<file path="config.mk">
export PLATFORM = sky130hd
export DESIGN_NAME = pipeline_control
export DESIGN_NICKNAME = d
export VERILOG_FILES = /design/src/rtl/pipeline_control.sv
export SDC_FILE = /design/constraint.sdc
export NUM_CORES = 1
export LEC_CHECK = 0
export ABC_CLOCK_PERIOD_IN_PS = 4600
export CORE_MARGIN = 2
export CORE_UTILIZATION = 44
export CTS_CLUSTER_SIZE = 8
export DETAILED_ROUTE_END_ITERATION = 8
export PLACE_DENSITY = 0.83
export SLEW_MARGIN = 20
export SYNTH_ARGS = -nofsm -noshare
export SYNTH_HDL_FRONTEND = slang
export SYNTH_SLANG_ARGS = --single-unit
</file>
<file path="constraint.sdc">
create_clock -name clk -period 4.6 [get_ports clk]
set_input_delay 0.92 -clock clk [delete_from_list [all_inputs] [get_ports clk]]
set_output_delay 0.92 -clock clk [all_outputs]
set_load 0.02 [all_outputs]
</file>
<file path="src/rtl/pipeline_control.sv">
// Sequencing and hazard controller for the IF/ID -> ID/EX -> EX/WB pipeline:
// PC control, pipeline-register clears, EX operand forwarding and retire counting.
module pipeline_control #(
    parameter int ADDR_W       = 8,
    parameter int INIT_CYCLES  = 3,
    parameter int DRAIN_CYCLES = 2,
    parameter int CNT_W        = 16
) (
    input  logic              clk,
    input  logic              reset,
    input  logic              halt_req,
    input  logic [1:0]        id_opcode,
    input  logic [2:0]        id_rDest,
    input  logic [2:0]        id_rSrc,
    input  logic [ADDR_W-1:0] id_jump_address,
    input  logic [1:0]        exe_opcode,
    input  logic [2:0]        exe_rDest,
    output logic              pc_en,
    output logic              pc_load,
    output logic [ADDR_W-1:0] pc_next,
    output logic              if_id_reset,
    output logic              id_exe_reset,
    output logic              exe_wb_reset,
    output logic              fwd_dest,
    output logic              fwd_src,
    output logic              halted,
    output logic [CNT_W-1:0]  retire_count
);

    localparam int MAX_CYC = (INIT_CYCLES > DRAIN_CYCLES) ? INIT_CYCLES : DRAIN_CYCLES;
    localparam int SEQ_W   = (MAX_CYC > 1) ? $clog2(MAX_CYC) : 1;
    localparam logic [SEQ_W-1:0] INIT_LAST  = SEQ_W'(INIT_CYCLES - 1);
    localparam logic [SEQ_W-1:0] DRAIN_LAST = SEQ_W'(DRAIN_CYCLES - 1);

    typedef enum logic [1:0] {
        S_INIT,
        S_RUN,
        S_DRAIN,
        S_HALTED
    } state_t;

    state_t           state;
    state_t           state_nxt;
    logic [SEQ_W-1:0] cnt;
    logic [SEQ_W-1:0] cnt_nxt;
    logic             active;
    logic             jump;
    logic             wb_writes;
    logic             retire_en;

    always_ff @(posedge clk) begin
        if (reset) begin
            state        <= S_INIT;
            cnt          <= '0;
            retire_count <= '0;
        end else begin
            state <= state_nxt;
            cnt   <= cnt_nxt;
            if (retire_en) begin
                retire_count <= retire_count + 1'b1;
            end
        end
    end

    always_comb begin
        state_nxt = state;
        cnt_nxt   = cnt;
        case (state)
            S_INIT: begin
                if (cnt == INIT_LAST) begin
                    state_nxt = halt_req ? S_DRAIN : S_RUN;
                    cnt_nxt   = '0;
                end else begin
                    cnt_nxt = cnt + 1'b1;
                end
            end
            S_RUN: begin
                if (halt_req) begin
                    state_nxt = S_DRAIN;
                    cnt_nxt   = '0;
                end
            end
            S_DRAIN: begin
                // halt_req is deliberately ignored until the drain completes
                if (cnt == DRAIN_LAST) begin
                    state_nxt = S_HALTED;
                    cnt_nxt   = '0;
                end else begin
                    cnt_nxt = cnt + 1'b1;
                end
            end
            S_HALTED: begin
                if (!halt_req) begin
                    state_nxt = S_RUN;
                end
            end
            default: begin
                state_nxt = S_INIT;
                cnt_nxt   = '0;
            end
        endcase
    end

    // Reset overrides everything so no PC load escapes on the reset cycle.
    assign active    = !reset && (state != S_INIT);
    assign jump      = (id_opcode == 2'b11);
    assign wb_writes = (exe_opcode == 2'b01) || (exe_opcode == 2'b10);
    assign retire_en = (state != S_INIT) && (exe_opcode != 2'b00);

    always_comb begin
        pc_en        = 1'b0;
        pc_load      = 1'b0;
        pc_next      = '0;
        if_id_reset  = 1'b1;
        id_exe_reset = 1'b1;
        exe_wb_reset = 1'b1;
        fwd_dest     = 1'b0;
        fwd_src      = 1'b0;
        halted       = 1'b0;
        if (active) begin
            exe_wb_reset = 1'b0;
            id_exe_reset = jump;
            if_id_reset  = jump || (state != S_RUN);
            pc_en        = (state == S_RUN) && !jump;
            pc_load      = jump;
            pc_next      = jump ? id_jump_address : '0;
            halted       = (state == S_HALTED);
            fwd_dest     = wb_writes && (exe_rDest == id_rDest) && (id_opcode == 2'b01);
            fwd_src      = wb_writes && (exe_rDest == id_rSrc) && (id_opcode == 2'b01);
        end
    end

endmodule

</file>
==> impl_metrics.csv, run 1 <==
group,metric,value,unit
run_status,status,"finished, final reports clean",
final_timing,fin_crit_sh,80.9,%
floorplanning,die_h,56.7,µm
clock_tree,cts_resized,0,
clock_tree,clk_path_buf_depth,2,
setup_path,arrival,2800,ps
setup_path,r2r-start,"state[0]",
setup_path,cp_max_fo,9,
logic_synthesis,seq_area_frac_synth,32.8,%
logic_synthesis,synthesis.instances,149,
setup_path,crit_path_max_incr_delay,620,ps
global_routing,gr-total-overflow,0,
route,met3_length,170,µm
floorplanning,dieArea,3210,µm²
clock_tree,h-tree-depth,1,
clock_tree,cts_buffers,3,
clock_tree,clk_latency,310,ps
route,drc_errors,0,
clock_tree,cts.sinks,20,
layout,dominant_cells,"multi-input combinational cells",
setup_path,worstSetupStartpointType,"input pin",
pwr,power,0.000613,W
logic_synthesis,ys_chip_area,1220,µm²
logic_synthesis,syn_avg_cell_area,8.20,µm²
placement,dp_hpwl,2.44,mm
layout,fin_nets,233,
final_timing,fin_ws,878,ps
logic_synthesis,netlist-cell-type-count,34,
route,routed.top_layer,"met4",
setup_path,cpLargestDelayFamily,"buffers and inverters",
setup_path,crit_chain,"clkdlybuf4s50_1 -> nor2_1 -> inv_1 -> nor2_1 -> and2_1 -> clkdlybuf4s50_1",
pwr,largestPowerGroup,"combinational logic",
layout,logic_area,756,µm²
hold_path,min_from,"retire_count[11]",
hold_path,min_to,"retire_count[11]",
final_timing,fmax,269,MHz
layout,stdcell_count,233,
floorplanning,rows,19,
global_routing,grt_max_degree,26,
final_timing,rsz0062_at_grt,"false",
final_timing,skew,9.22,ps
layout,final_area,1830,µm²
setup_path,crit_buf_inv,3,
final_timing,min_period,3720,ps
clock_tree,cts_tree,"built",
placement,io_buffers,55,
setup_path,worstSetupPathType,"in2out",
global_routing,grt_busiest_layer,"met2",
clock_tree,clk_pin_slew,120,ps
run,maxCapViolCount,0,
pwr,ir_worst_vdd,0.344,mV
[run 1: sequential cells by signal (all words and copies together) (netlist names)]
register      cells
cnt               2
retire_count     16
state             2
[run 1: cell families after synthesis]
| group | Yosys count | share of synthesized area (%) |
|---|---|---|
| and+or+nand+nor | 75 | 32.6 |
| DFF | 20 | 32.8 |
| xor gates and xnor gates | 17 | 12.2 |
| AOI/OAI and AO/OA | 13 | 6.46 |
| buffers and inverters | 13 | 5.33 |
| adders and majority gates | 6 | 6.15 |
| muxes | 5 | 4.51 |
[run 1: layout by cell type, fill, tap and decap left out, types with 3 or more instances in the layout]
cell type and count:
and2_1 12, nor2b_1 3, nand2_1 9, dfxtp_1 20, clkdlybuf4s50_1 55, nand2b_1 3
nand4_1 6, nor2_1 23, xor2_1 16, clkbuf_4 3, a21oi_1 6, ha_1 6
inv_1 6, o21ai_0 3, nand3_1 6
[run 1: synth_stat cells]
| library cell | n |
|---|---|
| a211oi_1 | 1 |
| a21oi_1 | 6 |
| and2_1 | 12 |
| and3_1 | 2 |
| and4_1 | 2 |
| and4bb_1 | 1 |
| buf_1 | 1 |
| buf_4 | 2 |
| buf_6 | 1 |
| clkbuf_1 | 2 |
| clkbuf_2 | 1 |
| dfxtp_1 | 20 |
| ha_1 | 6 |
| inv_1 | 6 |
| mux2_1 | 2 |
| mux2_2 | 2 |
| mux2i_1 | 1 |
| nand2_1 | 9 |
| nand2b_1 | 3 |
| nand3_1 | 6 |
| nand4_1 | 6 |
| nand4b_1 | 2 |
| nor2_1 | 23 |
| nor2b_1 | 3 |
| nor3_1 | 1 |
| nor3b_1 | 1 |
| nor4_1 | 2 |
| o2111ai_1 | 1 |
| o211a_1 | 1 |
| o21ai_0 | 3 |
| o31ai_1 | 1 |
| or3_1 | 2 |
| xnor2_1 | 1 |
| xor2_1 | 16 |
### Register map, names as in the netlist, run 1

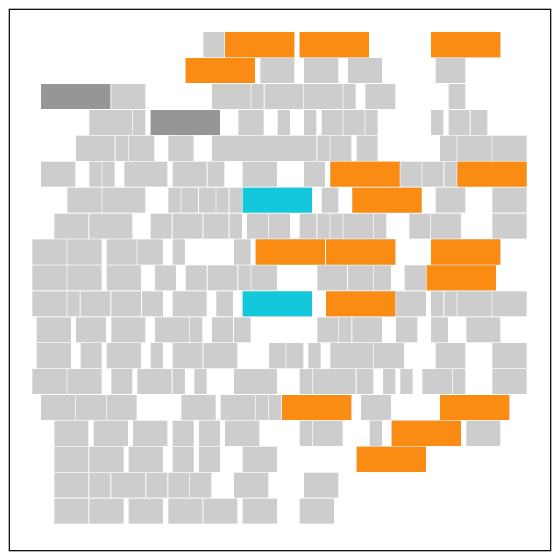
legend:
  retire_count:
    color: orange
    sequential_cells: 16
  cnt:
    color: cyan
    sequential_cells: 2
not colored: 2
sequential cell area: 400 µm²
sequential share of cell area: 21.9%
Seq power: 0.000213 W

### Metal layers overlaid, run 1

Scale bar: 20 µm. Two of the layers only.
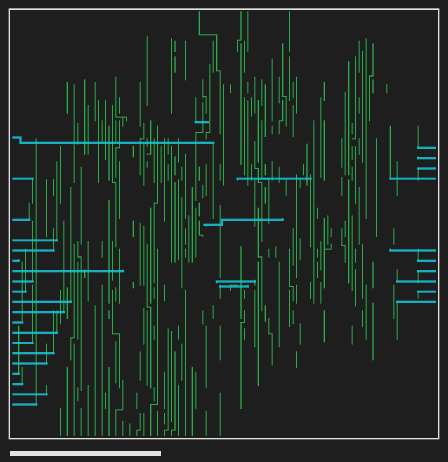
legend:
  met2:
    color: green
    wire_length: 1,650 µm
  met3:
    color: cyan
    wire_length: 171 µm
Via Count: 1,216
final wirelength: 3.01 mm
post-DR wirelength/cell: 12.9 µm

### Wire density map, run 1

Scale bar: 20 µm. 11 x 11 tiles, from black (low) to pale yellow (high), scaled to the fullest tile. Values are wire area over tile area, all layers added.
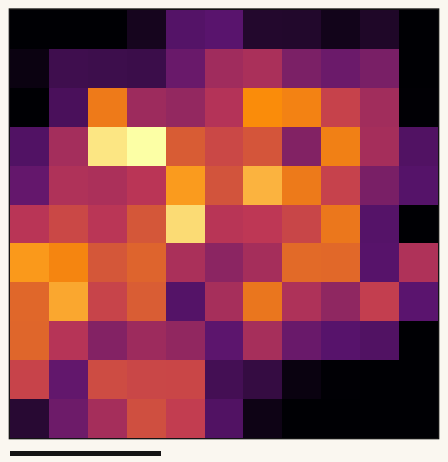
emptiest ninth of the die: lower right
mean over tiles: 0.15
nearly empty tiles: 13%
fullest tile: 0.39
overall routing resource usage: 18.8%

### Cell classes on the final placement, run 1

Fill, decap, tap and diode cells in gray.
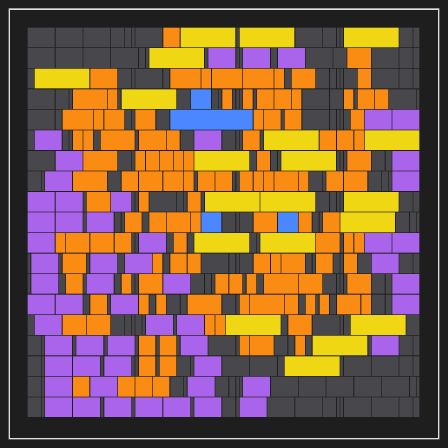

==> run 2, diff against run 1 <==
--- a/config.mk
+++ b/config.mk
@@ -5,12 +5,12 @@
 export SDC_FILE = /design/constraint.sdc
 export NUM_CORES = 1
 export LEC_CHECK = 0
-export ABC_CLOCK_PERIOD_IN_PS = 4600
+export ABC_CLOCK_PERIOD_IN_PS = 3500
 export CORE_MARGIN = 2
-export CORE_UTILIZATION = 44
+export CORE_UTILIZATION = 41
 export CTS_CLUSTER_SIZE = 8
 export DETAILED_ROUTE_END_ITERATION = 8
-export PLACE_DENSITY = 0.83
+export PLACE_DENSITY = 0.79
 export SLEW_MARGIN = 20
 export SYNTH_ARGS = -nofsm -noshare
 export SYNTH_HDL_FRONTEND = slang
==> constraint.sdc (replaced) <==
create_clock -name clk -period 3.5 [get_ports clk]
set_input_delay 0.7 -clock clk [delete_from_list [all_inputs] [get_ports clk]]
set_output_delay 0.7 -clock clk [all_outputs]
set_load 0.02 [all_outputs]
### Cell classes on the final placement, run 2

Fill, decap, tap and diode cells in gray.
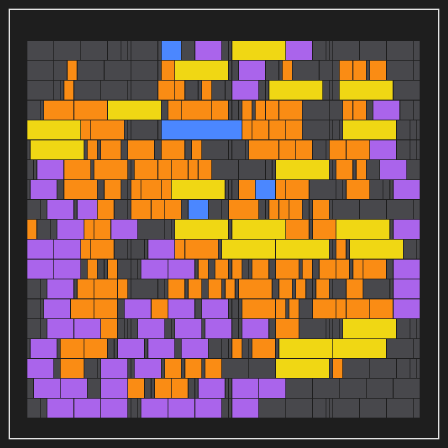
legend:
  clock drivers and dummy loads:
    color: blue
    cells: 4
    share_of_their_area: 2.9%
  flops:
    color: yellow
    cells: 20
    share_of_their_area: 22%
  other buffers and delay cells:
    color: purple
    cells: 56
    share_of_their_area: 31%
  all other logic:
    color: orange
    cells: 122
    share_of_their_area: 43%
# rows: 19
Core Util, Final: 65.7%
CORE AREA: 2780 µm²
post-route cell area: 1830 µm²

### Placement view, run 2

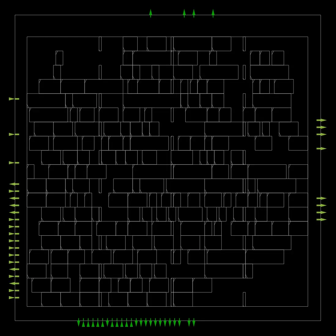
Taps Inserted: 31
seq_cells: 20
filler instances: 244
non-filler cells in the finished layout: 233

==> run 2 against run 1 <==
Net effect: first-iteration DRC count down 22%; clock skew is 2.8 ps lower; die size rose by 6.8%; hold slack got worse by 11 ps; core utilization down 2.3 points; clock-buffer cell count unchanged; register-to-register slack worse by 1100 ps; critical path depth is the same; critical endpoint is now fwd_src.
==> impl_metrics.csv, run 2 <==
group,metric,value,unit
route,drt_pass1_iterations,4,
logic_synthesis,ys_chip_area,1220,µm²
setup_path,cpLargestDelayFamily,"buffers and inverters",
layout,lay_top_count,"clkdlybuf4s50_1",
logic_synthesis,aoi_share,6.45,%
final_timing,min_period,3270,ps
logic_synthesis,synth.cellmix.simpleShare,32.6,%
final_timing,skew,6.44,ps
pwr,ir_worst_vdd,0.511,mV
global_routing,gr-total-overflow,0,
route,drtIter0Drc,28,
clock_tree,cts_resized,0,
floorplanning,die_h,58.6,µm
setup_path,cp_slowest_cell,"clkdlybuf4s50_1",
logic_synthesis,netlist-cell-type-count,34,
final_timing,fin_ws,230,ps
clock_tree,h-tree-depth,1,
placement,dp_worst_setup_slack,219,ps
pwr,p_per_area,440,nW/µm²
layout,mostFrequentLayoutCells,"clkdlybuf4s50_1 (55), nor2_1 (23), dfxtp_1 (20)",
run,maxCapViolCount,0,
clock_tree,cts_setup_buffers,0,
clock_tree,clk_latency,310,ps
layout,fin_nets,233,
clock_tree,cts.sinks,20,
layout,reg_top3,"retire_count: 16 flops, cnt: 2 flops, state: 2 flops",
run_status,status,"finished, final reports clean",
setup_path,crit_buf_inv,3,
logic_synthesis,postSynth.asyncResetShare,0,%
logic_synthesis,ys_top_logic_family,"simple AND/OR/NAND/NOR gates",
clock_tree,cts_buffers,3,
final_timing,fmax,306,MHz
final_timing,fin_crit_sh,93.4,%
logic_synthesis,seq_area_frac_synth,32.8,%
setup_path,crit_chain,"clkdlybuf4s50_1 -> inv_1 -> ha_1 -> nand4b_1 -> nor4_1 -> clkdlybuf4s50_1",
setup_path,arrival,2570,ps
clock_tree,cts_tree,"built",
logic_synthesis,most_common_cell,"nor2_1",
pwr,power,0.000805,W
pwr,intPower,0.000531,W
setup_path,cp_max_fo,2,
route,num_vias,1222,
final_timing,rsz0062_at_grt,"false",
route,wl_per_cell,12.7,µm
setup_path,worstSetupStartpointType,"input pin",
clock_tree,clk_path_buf_depth,2,
clock_tree,ctsHoldBuffers,0,
layout,top_register,"retire_count",
logic_synthesis,synthAdderAreaFrac,6.15,%
setup_path,worstSetupPathType,"in2out",
logic_synthesis,mux_area_share,4.51,%
layout,register_area,400,µm²
floorplanning,top_level_ports,56,
clock_tree,clk_pin_slew,120,ps
logic_synthesis,synthesis.instances,149,
logic_synthesis,xor_share,12.2,%
global_routing,grt_usage,18.7,%
layout,logic_area,756,µm²
placement,io_buffers,55,
global_routing,antenna_found_initial,0,
placement,dp_hpwl,2.33,mm
global_routing,grt_max_degree,26,
setup_path,crit_path_max_incr_delay,670,ps
logic_synthesis,yosys-top-cells-count,"nor2_1 (23), dfxtp_1 (20), xor2_1 (16)",
global_routing,grt_pass1_wl,4.99,mm
logic_synthesis,syn_avg_cell_area,8.20,µm²
pwr,p_seq_share,34.6,%
logic_synthesis,synthFlopType,"dfxtp_1",
floorplanning,initCoreUtil,43.9,%
route,drc_errors,0,
route,routed_wl,2.95,mm
layout,largest_reg_flops,16,
logic_synthesis,edf_count,0,
floorplanning,dieArea,3430,µm²
-- run 2: cells by family (layout without fill, tap and decap cells) --
kind of cell / after synthesis / after routing
AND-OR/OR-AND: 13 / 13
buffers and inverters: 13 / 66
flip-flops: 20 / 20
adder cells (fa/ha/maj): 6 / 6
XOR/XNOR: 17 / 17
AND/OR/NAND/NOR: 75 / 75
multiplexers: 5 / 5
-- run 2: power by group through the flow --
stage	Sequential (W)	Combinational, W	Clock, W
floorplan	0.000285	0.000236	0
global placement	0.000280	0.000324	0
detailed placement	0.000282	0.000336	0
CTS	0.000278	0.000341	0.000193
global route	0.000284	0.000372	0.000201
finish	0.000278	0.000338	0.000189
-- run 2: layout make-up --
class	instances	area share (%)
sequential	20	21.9
multi-input combinational	116	41.3
inverter	6	1.23
tap	31	2.12
clock buffer	3	1.23
clock inverter	1	1.64
timing repair buffer	56	30.5
-- run 2: metal layers --
layer / GRT usage, % / up-vias / wire length (µm)
li1: - / 614 / -
met1: 19.6 / 569 / 1160
met2: 37.2 / 35 / 1600
met3: 3.52 / 4 / 158
met4: 4.87 / 0 / 32
met5: 0 / - / 0
-- run 2: worst paths after layout --
kind	slack, ps	start	endpoint
worst max-delay path	230	exe_opcode[0]	fwd_src
worst min-delay path	510	retire_count[11]	retire_count[11]
worst max register to register	1480	state[0]	retire_count[14]
worst min register to register	510	retire_count[11]	retire_count[11]
-- run 2: metrics by stage --
stage	instances	hold slack, ps	util [%]
3_3_place_gp	229	481	63.8
6_report	233	507	65.7
3_5_place_dp	229	500	63.8
5_1_grt	233	563	65.7
4_1_cts	233	516	65.7
2_1_floorplan	149	466	-
-- run 2: worst register-to-register path: cells and delay by family, from the launching register on --
family,cells,cell delay (ps)
fa+ha+maj,1,310
buf+inv,1,80
flops,1,380
mux,1,320
simple gates,3,850
### Metal layers overlaid, run 2

Scale bar: 20 µm. Two of the layers only.
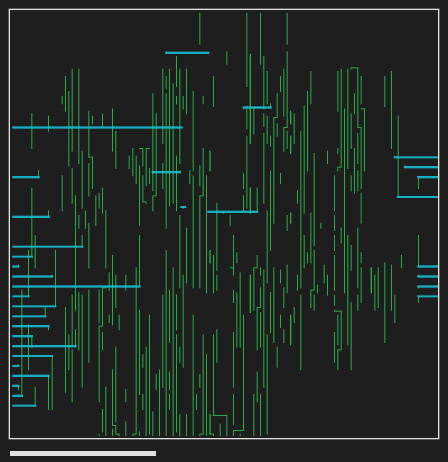

==> run 3, diff against run 2 <==
--- a/config.mk
+++ b/config.mk
@@ -5,12 +5,12 @@
 export SDC_FILE = /design/constraint.sdc
 export NUM_CORES = 1
 export LEC_CHECK = 0
-export ABC_CLOCK_PERIOD_IN_PS = 3500
+export ABC_CLOCK_PERIOD_IN_PS = 4000
 export CORE_MARGIN = 2
-export CORE_UTILIZATION = 41
+export CORE_UTILIZATION = 44
 export CTS_CLUSTER_SIZE = 8
 export DETAILED_ROUTE_END_ITERATION = 8
-export PLACE_DENSITY = 0.79
+export PLACE_DENSITY = 0.83
 export SLEW_MARGIN = 20
 export SYNTH_ARGS = -nofsm -noshare
 export SYNTH_HDL_FRONTEND = slang
==> constraint.sdc (replaced) <==
create_clock -name clk -period 4 [get_ports clk]
set_input_delay 0.8 -clock clk [delete_from_list [all_inputs] [get_ports clk]]
set_output_delay 0.8 -clock clk [all_outputs]
set_load 0.02 [all_outputs]
### Metal layers overlaid, run 3

Scale bar: 20 µm. Two of the layers only.
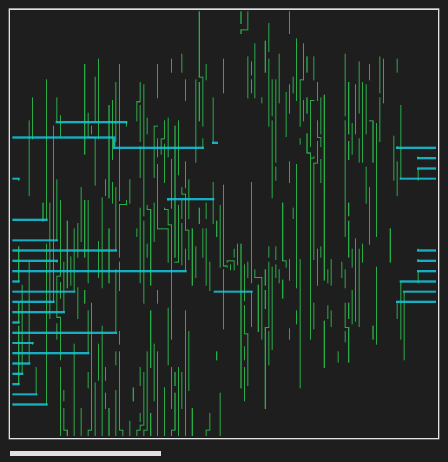
legend:
  met2:
    color: green
    wire_length: 1,610 µm
  met3:
    color: cyan
    wire_length: 193 µm
post-DR wirelength/cell: 12.8 µm
Via Count: 1,200
overall routing resource usage: 19.8%
final wirelength: 2.98 mm

==> run 3 against run 2 <==
Net effect: power fell by 12%; clock-buffer cell count did not move; hold slack got worse by 3.0 ps; clock power fell by 12%; via count fell by 1.8%; global-route usage rose by 1.2 points; setup slack improved by 290 ps; largest cell class unchanged.
==> impl_metrics.csv, run 3 <==
group,metric,value,unit
run_status,status,"finished, final reports clean",
pwr,largestPowerGroup,"combinational logic",
floorplanning,rows,19,
global_routing,grt_use_met1,19.9,%
logic_synthesis,yosys-top-cells-count,"nor2_1 (23), dfxtp_1 (20), xor2_1 (16)",
layout,final_area,1830,µm²
clock_tree,cts_tree,"built",
floorplanning,dieArea,3210,µm²
clock_tree,cts.sinks,20,
route,routed.top_layer,"met4",
global_routing,use_met3,5.53,%
setup_path,cp_slowest_cell,"clkdlybuf4s50_1",
run,maxCapViolCount,0,
route,wl_met2,1.61,mm
clock_tree,cts_setup_buffers,0,
setup_path,worstSetupStartpointType,"input pin",
hold_path,min_from,"retire_count[11]",
final_timing,fmax,287,MHz
placement,io_buffers,55,
route,drt_pass1_iterations,4,
global_routing,gr-total-overflow,0,
setup_path,cp_max_fo,2,
logic_synthesis,synthFlopType,"dfxtp_1",
floorplanning,die_h,56.7,µm
pwr,powerSeq,0.000244,W
global_routing,grt_busiest_layer,"met2",
clock_tree,cts_resized,0,
setup_path,crit_chain,"clkdlybuf4s50_1 -> inv_1 -> ha_1 -> nand4b_1 -> nor4_1 -> clkdlybuf4s50_1",
layout,lay_top_count,"clkdlybuf4s50_1",
logic_synthesis,edf_count,0,
pwr,ir_worst_vdd,0.463,mV
global_routing,met2_usage,39.2,%
global_routing,grt_max_degree,26,
pwr,p_seq_share,34.5,%
final_timing,fin_crit_sh,87.0,%
layout,reg_top3,"retire_count: 16 flops, cnt: 2 flops, state: 2 flops",
### Placement view, run 3

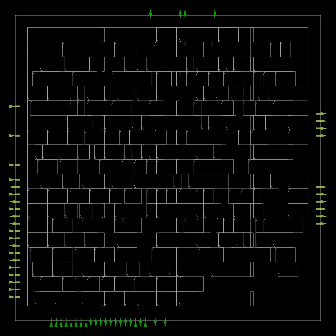
filler instances: 204
CORE AREA: 2690 µm²
Core Util, Final: 68.0%

[run 3: worst max-delay path, delay by kind of cell]
| kind | cells | cell delay, ps |
|---|---|---|
| and+or+nand+nor | 2 | 440 |
| adders and majority gates | 1 | 280 |
| buffers and inverters | 3 | 1170 |
[run 3: per-stage QoR]
stage / power (W) / utilization (%) / instances / setup WS [ps] / hold slack [ps]
2_1_floorplan: 0.000456 / - / 149 / 1120 / 466
3_3_place_gp: 0.000529 / 66.1 / 229 / 546 / 479
3_5_place_dp: 0.000544 / 66.1 / 229 / 494 / 496
4_1_cts: 0.000711 / 68.0 / 233 / 509 / 511
5_1_grt: 0.000751 / 68.0 / 233 / 364 / 555
6_report: 0.000706 / 68.0 / 233 / 520 / 504
[run 3: cells by family after synthesis]
logic type,count (synthesis),synth area share [%]
buf+inv,13,5.33
simple gates,75,32.6
mux,5,4.51
xor+xnor,17,12.2
compound gates,13,6.46
fa+ha+maj,6,6.15
flops,20,32.8
[run 3: layout make-up]
cell class | count | area [µm²] | share of cell area (%)
Multi-Input combinational cell | 116 | 756 | 41.3
Timing Repair Buffer | 56 | 558 | 30.5
Sequential cell | 20 | 400 | 21.9
Tap cell | 31 | 38.8 | 2.12
Clock inverter | 1 | 30.0 | 1.64
Clock buffer | 3 | 22.5 | 1.23
Inverter | 6 | 22.5 | 1.23
[run 3: worst max-delay path by stage]
stage	start	end	slack (ps)	cells past startpoint
detailed placement	exe_opcode[0]	fwd_src	490	6
global route	exe_opcode[1]	fwd_src	360	6
finish	exe_opcode[0]	fwd_src	520	6
global placement	exe_opcode[0]	fwd_dest	550	6
floorplan	reset	pc_next[0]	1120	5
CTS	exe_opcode[0]	fwd_src	510	6
Power is estimated from default activity; no workload was simulated.
